==> config.mk <==
export PLATFORM = sky130hd
export DESIGN_NAME = sd_kin_sequencer
export DESIGN_NICKNAME = d
export VERILOG_FILES = /design/src/rtl/sd_kin_sequencer.sv
export SDC_FILE = /design/constraint.sdc
export NUM_CORES = 1
export LEC_CHECK = 0
export CORE_MARGIN = 4
export CORE_UTILIZATION = 35
export DETAILED_ROUTE_END_ITERATION = 10
export PLACE_DENSITY = 0.52
export SLEW_MARGIN = 20
export SYNTH_ARGS = -nofsm -noshare
export SYNTH_HDL_FRONTEND = slang
export SYNTH_SLANG_ARGS = --single-unit
==> constraint.sdc <==
create_clock -name clk -period 6.9 [get_ports clk]
set_clock_uncertainty 0.05 [all_clocks]
set_input_delay 0.69 -clock clk [delete_from_list [all_inputs] [get_ports clk]]
set_output_delay 0.69 -clock clk [all_outputs]
set_load 0.1 [all_outputs]
==> src/rtl/sd_kin_sequencer.sv <==
// sd_kin_sequencer: hops the sigma-delta generator through a table of tuning words, resetting it for a settle window before each dwell
module sd_kin_sequencer #(
  parameter int BITWIDTH = 40,
  parameter int DEPTH = 8,
  parameter int DWELL_W = 24,
  parameter int RST_CYCLES = 4,
  localparam int AW = $clog2(DEPTH),
  localparam int SW = $clog2(RST_CYCLES + 1)
) (
  input  logic clk,
  input  logic reset,
  input  logic wr_en,
  input  logic [AW-1:0] wr_addr,
  input  logic [BITWIDTH-1:0] wr_kval,
  input  logic [DWELL_W-1:0] wr_dwell,
  input  logic [AW-1:0] last_idx,
  input  logic loop,
  input  logic start,
  input  logic abort,
  output logic [BITWIDTH-1:0] kin,
  output logic sd_reset,
  output logic busy,
  output logic done,
  output logic [AW-1:0] step_idx
);
  localparam logic [1:0] IDLE = 2'd0;
  localparam logic [1:0] LOAD = 2'd1;
  localparam logic [1:0] SETTLE = 2'd2;
  localparam logic [1:0] DWELL = 2'd3;
  logic [1:0] state;
  logic [BITWIDTH-1:0] kval_mem [DEPTH];
  logic [DWELL_W-1:0] dwell_mem [DEPTH];
  logic [DWELL_W-1:0] dwell_rd;
  logic [DWELL_W-1:0] dwell_cnt;
  logic [SW-1:0] settle_cnt;
  logic [AW-1:0] last_q;
  logic loop_q;
  always_ff @(posedge clk)
    if (wr_en) begin
      kval_mem[wr_addr] <= wr_kval;
      dwell_mem[wr_addr] <= wr_dwell;
    end
  assign dwell_rd = dwell_mem[step_idx];
  assign sd_reset = state != DWELL;
  assign busy = state != IDLE;
  always_ff @(posedge clk)
    if (reset) begin
      state <= IDLE;
      kin <= '0;
      step_idx <= '0;
      done <= 1'b0;
      last_q <= '0;
      loop_q <= 1'b0;
      settle_cnt <= '0;
      dwell_cnt <= '0;
    end else begin
      done <= 1'b0;
      if (abort)
        state <= IDLE;
      else
        case (state)
          IDLE:
            if (start) begin
              state <= LOAD;
              step_idx <= '0;
              last_q <= last_idx;
              loop_q <= loop;
            end
          LOAD: begin
            kin <= kval_mem[step_idx];
            dwell_cnt <= dwell_rd == '0 ? DWELL_W'(1) : dwell_rd;
            settle_cnt <= SW'(RST_CYCLES);
            state <= SETTLE;
          end
          SETTLE: begin
            settle_cnt <= settle_cnt - SW'(1);
            if (settle_cnt == SW'(1))
              state <= DWELL;
          end
          default: begin
            dwell_cnt <= dwell_cnt - DWELL_W'(1);
            if (dwell_cnt == DWELL_W'(1)) begin
              if (step_idx != last_q) begin
                step_idx <= step_idx + AW'(1);
                state <= LOAD;
              end else if (loop_q) begin
                step_idx <= '0;
                state <= LOAD;
              end else begin
                state <= IDLE;
                done <= 1'b1;
              end
            end
          end
        endcase
    end
endmodule

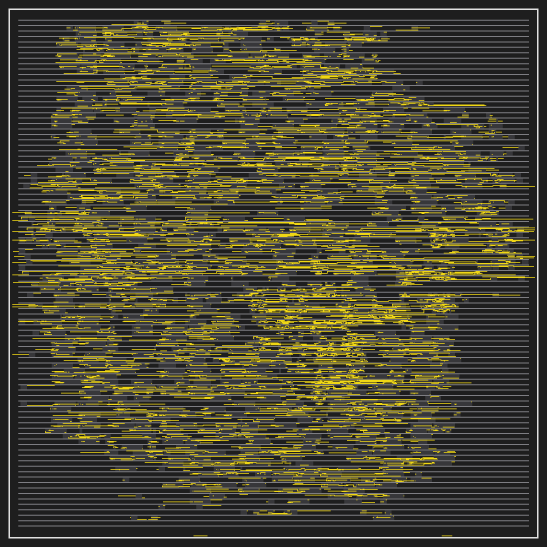
met1.png
(2 px per um) Supply wires on this layer in grey.
- share of all routed wire: 45%
- wire length on this layer: 22.9 mm
- nets with wire on the layer: 1352

==> GITHUB_STEP_SUMMARY <==
## Implementation flow summary

| Metric | Value |
|---|---|
| Biggest consumer | sequential cells |
| Largest regs | kval_mem: 320 flops, dwell_mem: 192 flops, kin: 40 flops |
| Worst slack, placed | 3.22 ns |
| Setup crit start kind | flop |
| Antenna diode count | 2 |
| Cells after Synth | 1199 |
| Met3 WL | 2450 um |
| Global route total overflow | 0 |
| Post-CTS Resized | 0 |
| Synth flops | 592 |
| OpenROAD warning count | 32 |
| R2R Path End | kin[5]$_SDFFE_PP0P_ |
| Hold Path Class | reg2reg |
| Top cells by count | 512 x edfxtp_1, 128 x mux4_2, 90 x nor2_1 |
| Seq pwr share | 0.531 |
| Worst Setup SP | step_idx[0]$_SDFFE_PP0P_ |
| Input/output buffers | 121 |
| Worst vdd ir | 184 uV |
| WL met2 | 24500 um |
| Count of plain and timing-repair buffers | 144 |
| Area leader share | 0.673 |
| Post-DR wirelength/cell | 22.6 um |
| Clk_buf instances | 88 |
| Largest Register | kval_mem |
| CP max FO | 42 |
| Clock Path Buffers | 3 |
| Minimum clock period | 3.56 ns |
| GPL Wtd Cong | 0.763 |
| WP buf/inv | 1 |
| Multi-input combinational area share | 0.208 |
| Pwr per Cell Area | 283 mW/mm2 |
| DR vias/cell | 5.10 |
| Setup crit end kind | primary output |
| Final Cell Area | 0.0270 mm2 |
| Cell taking the most area after synthesis | edfxtp_1 |
| Outcome | finished clean |
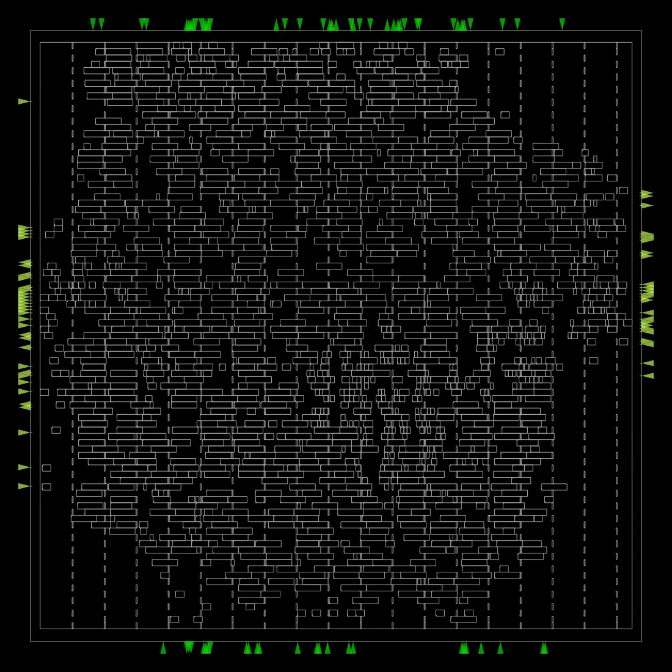
final_placement.png
flop share of the area: 0.630
final cell count without fillers: 2246
Layout fillers: 5732
Std-Cell Rows: 93
flip-flops: 592

Power and IR drop assume default switching activity.
